[src/rtl/payment_pkg.sv]
// Shared types and constants for bill settlement and cash handling.
// Latency: none (declarations only).
// Backpressure: n/a.
package payment_pkg;

  typedef enum logic [2:0] {
    ST_IDLE     = 3'd0,
    ST_COLLECT  = 3'd1,
    ST_SETTLE   = 3'd2,
    ST_DISPENSE = 3'd3,
    ST_REFUND   = 3'd4
  } pay_state_e;

  // Change denominations, largest first
  localparam int DENOM_200 = 200;
  localparam int DENOM_100 = 100;
  localparam int DENOM_50  = 50;
  localparam int DENOM_20  = 20;
  localparam int DENOM_10  = 10;

  // Notes the cash-handling stage will accept
  localparam int NUM_NOTE_TYPES = 6;
  localparam int ACCEPTED_NOTES [NUM_NOTE_TYPES] = '{10, 20, 50, 100, 200, 500};

  function automatic logic is_accepted_note(input int value);
    logic hit;
    hit = 1'b0;
    for (int i = 0; i < NUM_NOTE_TYPES; i++) begin
      if (value == ACCEPTED_NOTES[i]) hit = 1'b1;
    end
    return hit;
  endfunction

endpackage

[src/rtl/change_denom_select.sv]
// Greedy picker: largest change denomination not exceeding the remaining amount.
// Latency: combinational.
// Backpressure: none; output is 0 when nothing fits (remaining < 10).
module change_denom_select
  import payment_pkg::*;
#(
  parameter int AMT_W = 10
) (
  input  logic [AMT_W:0]   remaining_i,
  output logic [AMT_W-1:0] denom_o
);

  localparam int RW = AMT_W + 1;

  // Priority compare from the largest denomination down
  always_comb begin
    denom_o = '0;
    if (remaining_i >= RW'(DENOM_200))      denom_o = AMT_W'(DENOM_200);
    else if (remaining_i >= RW'(DENOM_100)) denom_o = AMT_W'(DENOM_100);
    else if (remaining_i >= RW'(DENOM_50))  denom_o = AMT_W'(DENOM_50);
    else if (remaining_i >= RW'(DENOM_20))  denom_o = AMT_W'(DENOM_20);
    else if (remaining_i >= RW'(DENOM_10))  denom_o = AMT_W'(DENOM_10);
  end

endmodule

[src/rtl/bill_payment_settlement.sv]
// Settles accepted notes against a loaded bill; pays change or refunds via the dispenser.
// Latency: pay_done the cycle after the covering note; one dispense item per handshake.
// Backpressure: disp_value held stable while disp_valid && !disp_ready; valid/value depend on registers only.
module bill_payment_settlement
  import payment_pkg::*;
#(
  parameter int AMT_W          = 10,
  parameter int TIMEOUT_CYCLES = 1000
) (
  input  logic             clk,
  input  logic             reset,
  input  logic             bill_load,
  input  logic [AMT_W-1:0] bill_amount,
  input  logic             note_strobe,
  input  logic [AMT_W-1:0] note_value,
  input  logic             cancel,
  input  logic             disp_ready,
  output logic             disp_valid,
  output logic [AMT_W-1:0] disp_value,
  output logic [AMT_W:0]   paid_total,
  output logic             busy,
  output logic             bill_err,
  output logic             pay_done,
  output logic             refund_done
);

  localparam int RW    = AMT_W + 1;
  localparam int TMR_W = $clog2(TIMEOUT_CYCLES);
  // Counter expires after TIMEOUT_CYCLES note-free cycles in COLLECT
  localparam logic [TMR_W-1:0] TMR_LOAD  = TMR_W'(TIMEOUT_CYCLES - 1);
  localparam logic [AMT_W-1:0] TEN       = AMT_W'(DENOM_10);
  localparam logic [RW-1:0]    MIN_DENOM = RW'(DENOM_10);

  pay_state_e       state_q, state_d;
  logic [AMT_W-1:0] bill_q, bill_d;
  logic [RW-1:0]    paid_q, paid_d;
  logic [RW-1:0]    rem_q, rem_d;
  logic [TMR_W-1:0] tmr_q, tmr_d;
  logic             bill_err_q, bill_err_d;
  logic             refund_done_q, refund_done_d;

  logic [AMT_W-1:0] denom;
  logic             payout;
  logic [RW-1:0]    paid_sum;
  logic [RW-1:0]    rem_after;
  logic             bill_ok;

  change_denom_select #(.AMT_W(AMT_W)) u_denom (
    .remaining_i (rem_q),
    .denom_o     (denom)
  );

  assign payout      = (state_q == ST_DISPENSE) || (state_q == ST_REFUND);
  assign disp_value  = payout ? denom : '0;
  assign disp_valid  = payout && (denom != '0);
  assign paid_total  = paid_q;
  assign busy        = (state_q != ST_IDLE);
  assign pay_done    = (state_q == ST_SETTLE);
  assign bill_err    = bill_err_q;
  assign refund_done = refund_done_q;

  assign paid_sum  = paid_q + {1'b0, note_value};
  assign rem_after = rem_q - {1'b0, disp_value};
  assign bill_ok   = (bill_amount != '0) && ((bill_amount % TEN) == '0);

  // Next-state and datapath updates for the settlement FSM
  always_comb begin
    state_d       = state_q;
    bill_d        = bill_q;
    paid_d        = paid_q;
    rem_d         = rem_q;
    tmr_d         = tmr_q;
    bill_err_d    = 1'b0;
    refund_done_d = 1'b0;
    case (state_q)
      ST_IDLE: begin
        if (bill_load) begin
          if (bill_ok) begin
            bill_d  = bill_amount;
            paid_d  = '0;
            tmr_d   = TMR_LOAD;
            state_d = ST_COLLECT;
          end else begin
            bill_err_d = 1'b1;
          end
        end
      end
      ST_COLLECT: begin
        if (note_strobe) begin
          // Note is credited before cancel is considered; a covered bill wins
          paid_d = paid_sum;
          tmr_d  = TMR_LOAD;
          if (paid_sum >= {1'b0, bill_q}) begin
            state_d = ST_SETTLE;
          end else if (cancel) begin
            rem_d   = paid_sum;
            state_d = ST_REFUND;
          end
        end else if (cancel || (tmr_q == '0)) begin
          rem_d   = paid_q;
          state_d = ST_REFUND;
        end else begin
          tmr_d = tmr_q - TMR_W'(1);
        end
      end
      ST_SETTLE: begin
        rem_d   = paid_q - {1'b0, bill_q};
        state_d = (paid_q == {1'b0, bill_q}) ? ST_IDLE : ST_DISPENSE;
      end
      ST_DISPENSE, ST_REFUND: begin
        // Anything below the smallest denomination is residue and is dropped
        if (!disp_valid) begin
          rem_d         = '0;
          state_d       = ST_IDLE;
          refund_done_d = (state_q == ST_REFUND);
        end else if (disp_ready) begin
          rem_d = rem_after;
          if (rem_after < MIN_DENOM) begin
            rem_d         = '0;
            state_d       = ST_IDLE;
            refund_done_d = (state_q == ST_REFUND);
          end
        end
      end
      default: state_d = ST_IDLE;
    endcase
  end

  // State and datapath registers; reset forgets any transaction in flight
  always_ff @(posedge clk or negedge reset) begin
    if (!reset) begin
      state_q       <= ST_IDLE;
      bill_q        <= '0;
      paid_q        <= '0;
      rem_q         <= '0;
      tmr_q         <= '0;
      bill_err_q    <= 1'b0;
      refund_done_q <= 1'b0;
    end else begin
      state_q       <= state_d;
      bill_q        <= bill_d;
      paid_q        <= paid_d;
      rem_q         <= rem_d;
      tmr_q         <= tmr_d;
      bill_err_q    <= bill_err_d;
      refund_done_q <= refund_done_d;
    end
  end

endmodule

[config.mk]
export PLATFORM = sky130hd
export DESIGN_NAME = bill_payment_settlement
export DESIGN_NICKNAME = d
export VERILOG_FILES = /design/src/rtl/payment_pkg.sv /design/src/rtl/change_denom_select.sv /design/src/rtl/bill_payment_settlement.sv
export SDC_FILE = /design/constraint.sdc
export NUM_CORES = 1
export LEC_CHECK = 0
export CAP_MARGIN = 20
export CORE_MARGIN = 2
export CORE_UTILIZATION = 35
export DETAILED_ROUTE_END_ITERATION = 8
export GPL_TIMING_DRIVEN = 0
export HOLD_SLACK_MARGIN = 0.03
export PLACE_DENSITY = 0.63
export SLEW_MARGIN = 20
export SYNTH_ARGS = -nofsm -noshare
export SYNTH_HDL_FRONTEND = slang
export SYNTH_SLANG_ARGS = --single-unit
[constraint.sdc]
create_clock -name clk -period 7 [get_ports clk]
set_clock_uncertainty 0.05 [all_clocks]
set_input_delay 0.7 -clock clk [delete_from_list [all_inputs] [get_ports clk]]
set_output_delay 0.7 -clock clk [all_outputs]
set_load 0.01 [all_outputs]
**The metal 3 layer**

Scale bar: 20 um.
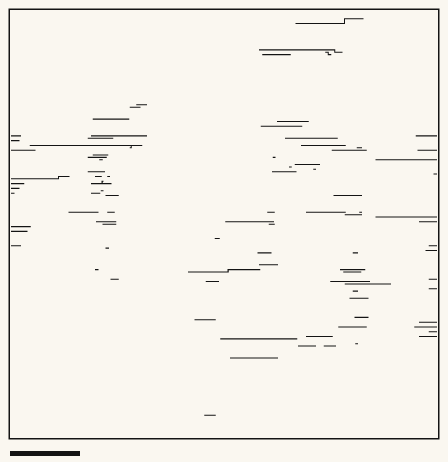
longest straight run	31.7 um
share of all routed wire	4.2%
wire length on this layer	563 um
main direction	horizontal

**Placement view**

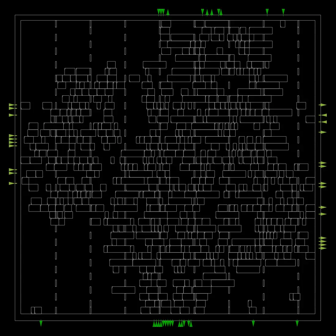
tally of filler cells in the layout: 1362
Seq/total area: 0.201
placeable core area: 0.0137 mm^2
Well Taps: 180

**Routed metal, one colour a layer**

Scale bar: 20 um.
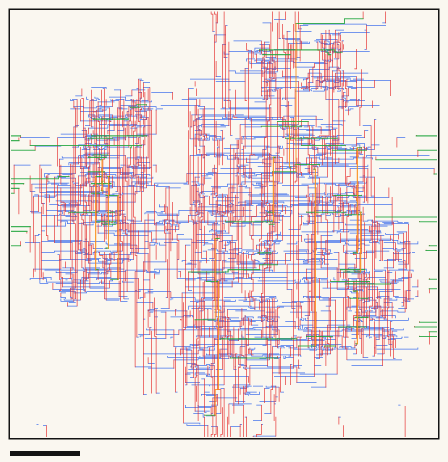
colour	layer	wire length
orange	metal 4	326 um
red	metal 2	6750 um
blue	metal 1	5780 um
green	metal 3	563 um

**Cell sizes after repair**

Scale bar: 20 um.
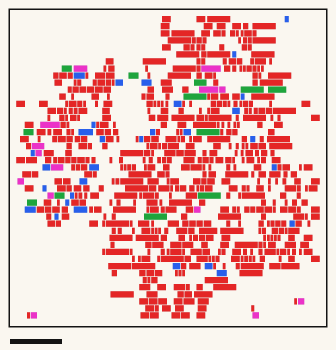
colour	size	cells	share
magenta	_3 and _4 cells	14	2.2%
red	_0 and _1 cells	592	91%
green	_6 and larger	12	1.9%
blue	_2 cells	30	4.6%

## routing by layer
metal	wire length, um	part of all wire	GRT usage
met3	562	0.042	0.0267
met1	5780	0.43	0.220
met4	325	0.024	0.0711
met5	0	0	0
met2	6750	0.50	0.323
## flip-flops by register name, indices dropped and copies added (netlist names)
register,flops
rem_q,10
paid_total,11
bill_q,10
state_q,3
refund_done,1
tmr_q,10
bill_err,1
## Yosys cell counts (5+ instances only)
cell type / instances / share of area
a211oi_1: 7 / 0.011
a21o_1: 20 / 0.031
a21oi_1: 39 / 0.040
a222oi_1: 7 / 0.014
a22o_1: 7 / 0.013
a22oi_1: 5 / 0.0077
a31oi_1: 9 / 0.012
and2_1: 5 / 0.0064
buf_2: 8 / 0.0082
buf_4: 7 / 0.011
buf_6: 5 / 0.012
clkbuf_1: 14 / 0.011
dfrtp_1: 46 / 0.24
ha_1: 38 / 0.098
inv_1: 43 / 0.033
mux2i_1: 12 / 0.025
nand2_1: 50 / 0.039
nand2b_1: 12 / 0.015
nand3b_1: 5 / 0.0077
nor2_1: 45 / 0.035
nor2b_1: 7 / 0.0090
nor3_1: 12 / 0.012
nor3b_1: 5 / 0.0077
o21ai_0: 38 / 0.039
o21bai_1: 6 / 0.0093
or2_2: 5 / 0.0064
or3_1: 9 / 0.012
xnor2_1: 19 / 0.034
xor2_1: 11 / 0.020
## worst paths after layout
kind | startpoint | endpoint | slack, ns | cells past startpoint
setup / recovery | note_value[0] | rem_q[10]$_DFFE_PN0P_ | 1.59 | 17
hold / removal | reset | tmr_q[7]$_DFFE_PN0P_ | 0.29 | 1
setup reg to reg | rem_q[8]$_DFFE_PN0P_ | state_q[1]$_DFFE_PN0P_ | 1.72 | 17
hold reg to reg | rem_q[1]$_DFFE_PN0P_ | rem_q[1]$_DFFE_PN0P_ | 0.51 | 2
max in group asynchronous | reset | paid_total[4]$_DFFE_PN0P_ | 6.10 | 2
min in group clk | rem_q[1]$_DFFE_PN0P_ | rem_q[1]$_DFFE_PN0P_ | 0.51 | 2
## power groups by stage
stage                     Clock [mW]  Combinational (mW)  Sequential [mW]
after floorplan                    0                1.20            0.485
after global placement             0                1.60            0.502
after detailed placement           0                1.65            0.508
after CTS                      0.248                1.66            0.504
after global routing           0.258                1.86            0.522
final                          0.242                1.67            0.508
## cell families (layout without fill, tap and decap cells)
group | after synthesis | in the layout
buffers and inverters | 77 | 132
AND/OR/NAND/NOR | 190 | 190
flip-flops | 46 | 46
other | 1 | 3
adder cells (fa/ha/maj) | 41 | 41
AND-OR/OR-AND | 191 | 191
multiplexers | 15 | 15
XOR/XNOR | 30 | 30
## critical path: cells and delay by family
family                     cells  cell delay [ns]
and+or+nand+nor                2             0.53
AOI/OAI and AO/OA              9             2.50
xor gates and xnor gates       1             0.20
adders and majority gates      3             0.84
buffers and inverters          2             0.77
## area by class of cell
| cell class | count | area (um^2) |
|---|---|---|
| Buffer | 34 | 201 |
| Fill cell | 1362 | 8000 |
| Inverter | 43 | 161 |
| Clock inverter | 2 | 12.5 |
| Sequential cell | 46 | 1150 |
| Tap cell | 180 | 225 |
| Clock buffer | 6 | 139 |
| Multi-Input combinational cell | 470 | 3350 |
| Timing Repair Buffer | 47 | 475 |
==> notes.md <==
This memo summarizes the results of the implementation run.

Status
The flow ran to the end, and the final reports show no timing, DRC or antenna violations.

GRT
The remaining global-route overflow is 0. The number of antenna violations at the first check in global routing is 0. The first-pass GRT wire length is 21.9 mm. The number of global-route vias before repair was 4591. The total routing usage reported by global routing is 0.182. Entering global routing, the biggest net connects 30 pins.

Critical path
The cell sequence reported for the critical path is clkdlybuf4s50_1 > ha_1 > fa_1 > a21o_1 > a21oi_1 > o21bai_1 > a2111oi_0 > nor2_1 > xnor2_1 > ha_1 > or3_1 > a2111oi_0 > o31ai_1 > a31oi_1 > clkbuf_1 > o21ai_0 > a22o_1. The required time at the worst-slack endpoint is between 7 and 8 ns. The longest incremental delay of any stage on the critical path is reported as 0.60 ns. Data arrives at the worst endpoint at 5.54 ns. Looking at the critical path, the highest net fanout was 10. The master of the slowest instance on the critical path is a2111oi_0.

Routing
Dividing the detail-routed via count by the number of cells gives ~5.7. Across all layers, the routed design uses 4689 vias. Once iteration 0 of detailed routing completed, the report listed between 300 and 400 DRC markers. Per the detail_route report, DRC violations left total 0.

Per the post-route antenna check, the number of violating nets is 0.

Clock network
The clock latency at the later pin of the worst-skew pair is about 0.29 ns. The clock tree from TritonCTS is yes. Clock tree synthesis selected as its root buffer the cell clkbuf_16. The clock passes through at most 2 buffers. The total CTS buffers is 5. The CTS log lists the clock sinks for this run as around 46. The number of buffers inserted by hold repair at cts is 0. The H-tree was split into 2 levels. The number of gates given a new drive strength after cts is 0.

The number of buffers inserted by post-CTS setup repair is 0.

Placed design
The worst slack at placement is ~1.3 ns. The number of port buffers is roughly 46. The half-perimeter wire length of the detailed placement result is 10.7 mm. The post-detailed-placement cell area is approximately 0.0056 mm^2. The number of placed instances, taps included, is ~820.

Pwr
Per the OpenROAD power report, leakage power amounts to 2.50 nW. The maximum VDD drop is about 120 uV. Total power normalized to cell area comes to 423 mW/mm^2. The logic gate share of total power is 0.690. The clock share of power is 0.100.

Final timing
The final timing report lists a hold violation count of 0. Counting I/O delays and the setup requirement, the final critical path takes 5.41 ns. Setup repair after global routing left no endpoint under its margin. The final tally of setup violations is 0. The transition time at the pin with the least slew margin is between 0.7 and 0.8 ns. Hold timing on the final database bottoms out at a slack of a little under 0.3 ns. The post-layout worst setup margin is roughly 1.6 ns.

Timing would allow up to around 180 MHz.

Worst hold path
In this run the worst hold path is classified as input port to async pin.

Yosys
Counting flops and latches in the post-synthesis netlist gives between 40 and 50. The post-synthesis cell count from yosys is about 590. The area fraction in xor and xnor cells is 0.0541. The most instantiated flip-flop cell in the synthesis netlist is dfrtp_1.

The area reported by Yosys stat is roughly 0.005 mm^2. The synthesized-area fraction occupied by ao, oa, aoi and oai cells is 0.281. The adder and majority gate portion of the synthesized area is 0.110. Per the synth stats, the proportion of register bits with asynchronous set or reset is 1.00. After technology mapping, the gate count stands at 591. After synthesis, the share of cell area in mux cells is 0.0324. In this run, synthesis inferred 0 flip-flops with an integrated enable. The combined area of all synthesized cells is 0.00486 mm^2. Yosys mapped the design onto about 79 distinct sky130hd cell types. The fraction of the mapped netlist area in simple logic gates is 0.211.

The register share after synthesis is 0.237.

Floorplanning
Pin placement for this block handled approximately 52 I/O pins. The chip width is between 100 and 150 um. The floorplan step records an initial core utilization of 0.354. The height of the die is ~120 um. In this run the full chip footprint comes out at between 0.01 and 0.015 mm^2.

Cells and area
The final antenna diode tally reported by the flow is 0. The final standard cell count with taps included and fillers excluded is 828. The share of layout cells above drive strength 1 is 0.0864. The net total in the final layout is 714. The post-layout instance area is 0.00572 mm^2. The most common cell after layout, fill and taps aside is nand2_1.

From synthesis to final layout, the design area changed by 17.7%. In the layout the commonest cells are nand2_1 (50), dfrtp_1 (46), nor2_1 (45), clkdlybuf4s50_1 (45), inv_1 (43).

Job
The max-cap violation count is 0.
No activity file was given, so power comes from the tool's default toggle rates.
